### src/rtl/order_queue.sv
// order_queue: FWFT recirculation queue for non-final ALU beats, with a registered result port for final beats.
module order_queue #(
  parameter int WID_D   = 32,
  parameter int CNT_W   = 5,
  parameter int ORD_NUM = 30,
  parameter int DEPTH   = 8,
  parameter int AW      = 3
) (
  input  logic             clk,
  input  logic             rst,
  input  logic [WID_D-1:0] alu_a_left,
  input  logic [WID_D-1:0] alu_a_right,
  input  logic [CNT_W-1:0] alu_order_cnt,
  input  logic             alu_dt_vld,
  output logic             alu_rdy,
  output logic [WID_D-1:0] que_a_left,
  output logic [WID_D-1:0] que_a_right,
  output logic [CNT_W-1:0] que_order_cnt,
  output logic             que_dt_vld,
  input  logic             mux2que_rdy,
  output logic [WID_D-1:0] res_a_left,
  output logic [WID_D-1:0] res_a_right,
  output logic             res_vld,
  output logic [AW:0]      que_cnt,
  output logic             ovf_err
);
  logic [2*WID_D+CNT_W-1:0] mem [DEPTH];
  logic [AW-1:0] wptr, rptr;
  logic [AW:0] count;
  logic final_beat, push, pop, drop;
  always_comb begin
    final_beat = alu_order_cnt >= CNT_W'(ORD_NUM - 1);
    push = alu_dt_vld && !final_beat && alu_rdy;
    drop = alu_dt_vld && !final_beat && !alu_rdy;
    pop = que_dt_vld && mux2que_rdy;
  end
  assign alu_rdy = count < (AW+1)'(DEPTH);
  assign que_dt_vld = count != '0;
  assign que_cnt = count;
  assign {que_a_left, que_a_right, que_order_cnt} = mem[rptr];
  // storage carries no reset so it maps onto plain RAM
  always_ff @(posedge clk)
    if (push && !rst) mem[wptr] <= {alu_a_left, alu_a_right, alu_order_cnt + CNT_W'(1)};
  always_ff @(posedge clk) begin
    if (rst) begin
      wptr <= '0;
      rptr <= '0;
      count <= '0;
      ovf_err <= 1'b0;
      res_vld <= 1'b0;
      res_a_left <= '0;
      res_a_right <= '0;
    end else begin
      wptr <= wptr + AW'(push);
      rptr <= rptr + AW'(pop);
      count <= count + (AW+1)'(push) - (AW+1)'(pop);
      ovf_err <= ovf_err || drop;
      res_vld <= alu_dt_vld && final_beat;
      if (alu_dt_vld && final_beat) begin
        res_a_left <= alu_a_left;
        res_a_right <= alu_a_right;
      end
    end
  end
endmodule

### config.mk
export PLATFORM = sky130hd
export DESIGN_NAME = order_queue
export DESIGN_NICKNAME = d
export VERILOG_FILES = /design/src/rtl/order_queue.sv
export SDC_FILE = /design/constraint.sdc
export NUM_CORES = 1
export LEC_CHECK = 0
export ABC_AREA = 1
export ABC_CLOCK_PERIOD_IN_PS = 16600
export CORE_MARGIN = 10
export CORE_UTILIZATION = 38
export CTS_BUF_LIST = sky130_fd_sc_hd__clkbuf_2 sky130_fd_sc_hd__clkbuf_4 sky130_fd_sc_hd__clkbuf_8
export CTS_CLUSTER_DIAMETER = 60
export DETAILED_ROUTE_END_ITERATION = 7
export HOLD_SLACK_MARGIN = 0.12
export PLACE_DENSITY = 0.55
export SYNTH_ARGS = -nofsm -noshare
export SYNTH_HDL_FRONTEND = slang
export SYNTH_SLANG_ARGS = --single-unit
### constraint.sdc
create_clock -name clk -period 16.6 [get_ports clk]
set_clock_uncertainty 0.2 [all_clocks]
set_input_delay 3.32 -clock clk [delete_from_list [all_inputs] [get_ports clk]]
set_output_delay 3.32 -clock clk [all_outputs]
set_load 0.1 [all_outputs]
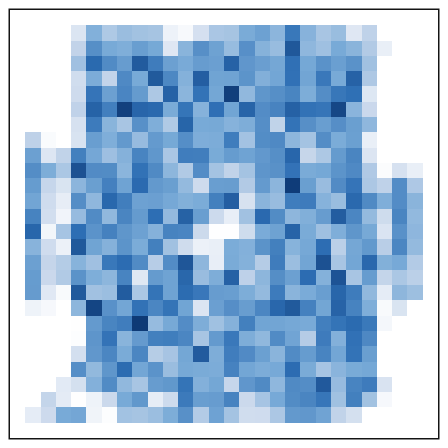
(cell density map)
28 x 28 tiles, from white (low) to dark blue (high), 0 to 100% covered.
6.9% of the tiles are over 75% full. 25% of the tiles are nearly empty. The mean over all tiles is 38%. The fullest tile reaches 96%.

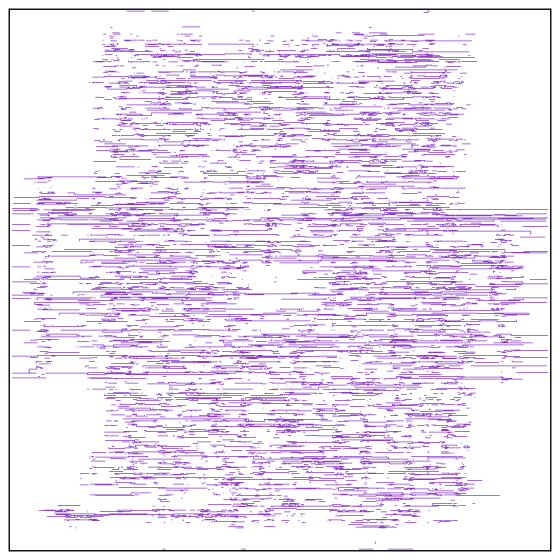
(the metal 1 layer)
The wires run mostly horizontal. The layer carries 28.5 mm of wire. 2448 nets have wire on it.

==> flow_metrics.py <==
# Auto-generated metrics
metrics = {
    "status": {
        "status": "complete, no violations",
    },
    "yosys": {
        "top_cells_by_area": "edfxtp_1 (66%), nor2_1 (10%), nand2_1 (7.1%), dfxtp_1 (6.0%), o21ai_0 (4.7%)",
        "ys_sh_mux": 0,
        "yosys_cells": 2338,
        "synthFlopType": "edfxtp_1",
        "synth_nets": 2423,
        "ys_sh_adder": 0.00624,
        "ys_sh_xor": 0.00208,
        "yosysTopAreaCellShare": 0.656,
        "ys_seq_share": 0.717,
        "synth_cells": 2338,
        "simple_gate_share": 0.179,
        "yosysTopAreaCell": "edfxtp_1",
        "async_reset_ff_frac": 0,
    },
    "flow_run": {
        "warnings": 33,
    },
    "pwr": {
        "finalPower_mw": 5.04,
        "p_leak_nw": 11.3,
    },
    "sta": {
        "fin_crit_sh": 0.511,
        "slew_headroom": 0.216,
        "period_minus_slack_ns": 8.49,
        "rsz0062_at_grt": "no",
    },
    "floorplanning": {
        "core_um2": 65900,
        "chipArea_um2": 77200,
        "die_h_um": 278,
    },
    "worst_setup_path": {
        "end_kind": "primary output",
        "crit_fanout": 161,
        "crit_chain": "inv_6, buf_4, o21ai_0, nand2_1, nand2_1, nand2_1, clkdlybuf4s50_1",
        "crit_buf_inv": 3,
        "cp-start-kind": "flip-flop",
    },
    "global_route": {
        "grt_usage": 0.161,
        "grt_pass1_vias": 16399,
        "antenna_found_initial": 1,
        "grt_max_degree": 225,
    },
    "clocking": {
        "clock_tree.root_cell": "clkbuf_8",
        "clock-sinks": 628,
        "clockBufferDepth": 3,
        "worstSkewPairLatency_ns": 0.69,
    },
    "layout": {
        "drive_above_1_share": 0.0776,
        "num-fill-cells": 6068,
        "syn_to_final_growth_pct": 19.2,
        "fin_nets": 2631,
    },
    "drt": {
        "num_vias": 16694,
        "drtIter0Drc": 895,
        "wl_mm": 63.9,
    },
    "worst_hold_path": {
        "hold_class": "flip-flop to flip-flop",
    },
}
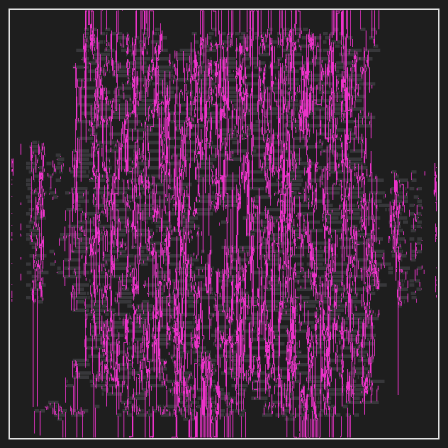
(signal wires on met2)
Cells faint in the background.
The layer holds 49% of the routed length. 1802 nets have wire on it. The layer carries 31.0 mm of wire. The wires run mostly vertical. The longest straight run is 91.4 um.

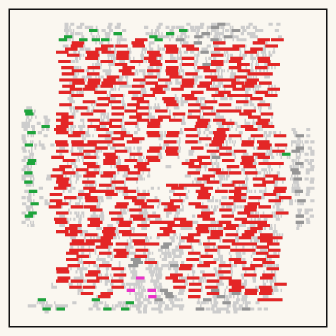
(where the registers sit)
Other sequential cells in the stronger gray, the rest of the logic in the fainter gray.
Key: green = res_a_right [placed flops 32]; magenta = que_cnt [placed flops 4, where bottom center]; red = mem [placed flops 552]

[final timing paths]
| check | cells past startpoint | from | slack (ns) | end |
|---|---|---|---|---|
| max reg2reg | 4 | que_cnt[3] | 12.90 | mem[1][31] |
| min reg2reg | 2 | ovf_err | 0.27 | ovf_err |
| max | 7 | rptr[0] | 8.11 | que_order_cnt[1] |
| min | 2 | ovf_err | 0.27 | ovf_err |
[where the power goes]
group / internal, mW / switching (mW) / total (mW)
combinational: 0.411 / 1.45 / 1.87
clock: 0.749 / 0.605 / 1.35
sequential: 1.77 / 0.0519 / 1.82
total: 2.93 / 2.11 / 5.04
[through the flow]
stage	cell area (um^2)	utilization	hold slack, ns	instances
3_3_place_gp	28000	0.425	0.251	3304
3_5_place_dp	28000	0.425	0.265	3304
2_1_floorplan	25300	-	0.345	2338
6_report	30100	0.457	0.273	3496
5_1_grt	30100	0.457	0.309	3496
4_1_cts	30100	0.457	0.276	3494
[worst min-delay path, cell delays in order, from the launching register on]
cell	delay, ns
dfxtp_1	0.32
inv_1	0.05
a21oi_1	0.05
[sequential cells by signal, summed over array words and instances, names as in the netlist]
register and flops:
res_vld 1, res_a_right 32, mem 552, res_a_left 32, ovf_err 1, que_cnt 4, rptr 3, wptr 3
[layout by cell type (no fill, tap or decap)]
| master | instances |
|---|---|
| nand3_4 | 1 |
| inv_6 | 2 |
| ha_1 | 11 |
| inv_2 | 1 |
| clkinv_1 | 20 |
| clkdlybuf4s50_1 | 213 |
| buf_4 | 16 |
| a21boi_0 | 1 |
| nand4_1 | 1 |
| bufinv_16 | 1 |
| xnor2_1 | 3 |
| inv_1 | 84 |
| clkbuf_4 | 43 |
| buf_12 | 1 |
| nor2_4 | 8 |
| o21ai_1 | 37 |
| diode_2 | 2 |
| nand2_1 | 478 |
| clkinvlp_4 | 3 |
| dfxtp_1 | 73 |
| edfxtp_1 | 552 |
| clkinv_2 | 7 |
| xor2_1 | 3 |
| clkbuf_8 | 116 |
| o21ai_0 | 239 |
| nor2_1 | 693 |
| nand3_1 | 14 |
| nor2_2 | 1 |
| a21oi_1 | 3 |
| fa_1 | 1 |
| dfxtp_4 | 3 |
| inv_4 | 1 |
[layout make-up]
class / count / area [um^2] / share of cell area
clock buffer: 159 / 1920 / 0.0638
inverter: 88 / 339 / 0.0113
timing repair buffer: 230 / 2270 / 0.0755
multi-input combinational: 1494 / 6200 / 0.206
clock inverter: 31 / 166 / 0.00553
sequential: 628 / 18100 / 0.602
antenna: 2 / 5.00 / 0.000166
tap: 864 / 1080 / 0.0359
[metal layers]
metal  GRT usage  share of wire  up-vias
met1       0.206           0.45     8049
met3      0.0317          0.051       84
li1            -              -     8184
met4      0.0492          0.017        0
met5           0              0        -
met2       0.272           0.49      377
[cells by family (layout without fill, tap and decap cells)]
logic type,count (synthesis),after routing
and+or+nand+nor,1196,1196
DFF,628,628
AOI/OAI and AO/OA,280,280
buffers and inverters,216,508
adders and majority gates,12,12
xor gates and xnor gates,6,6
other,0,2
Power figures rest on the tool's default switching activity, not on a simulated workload.
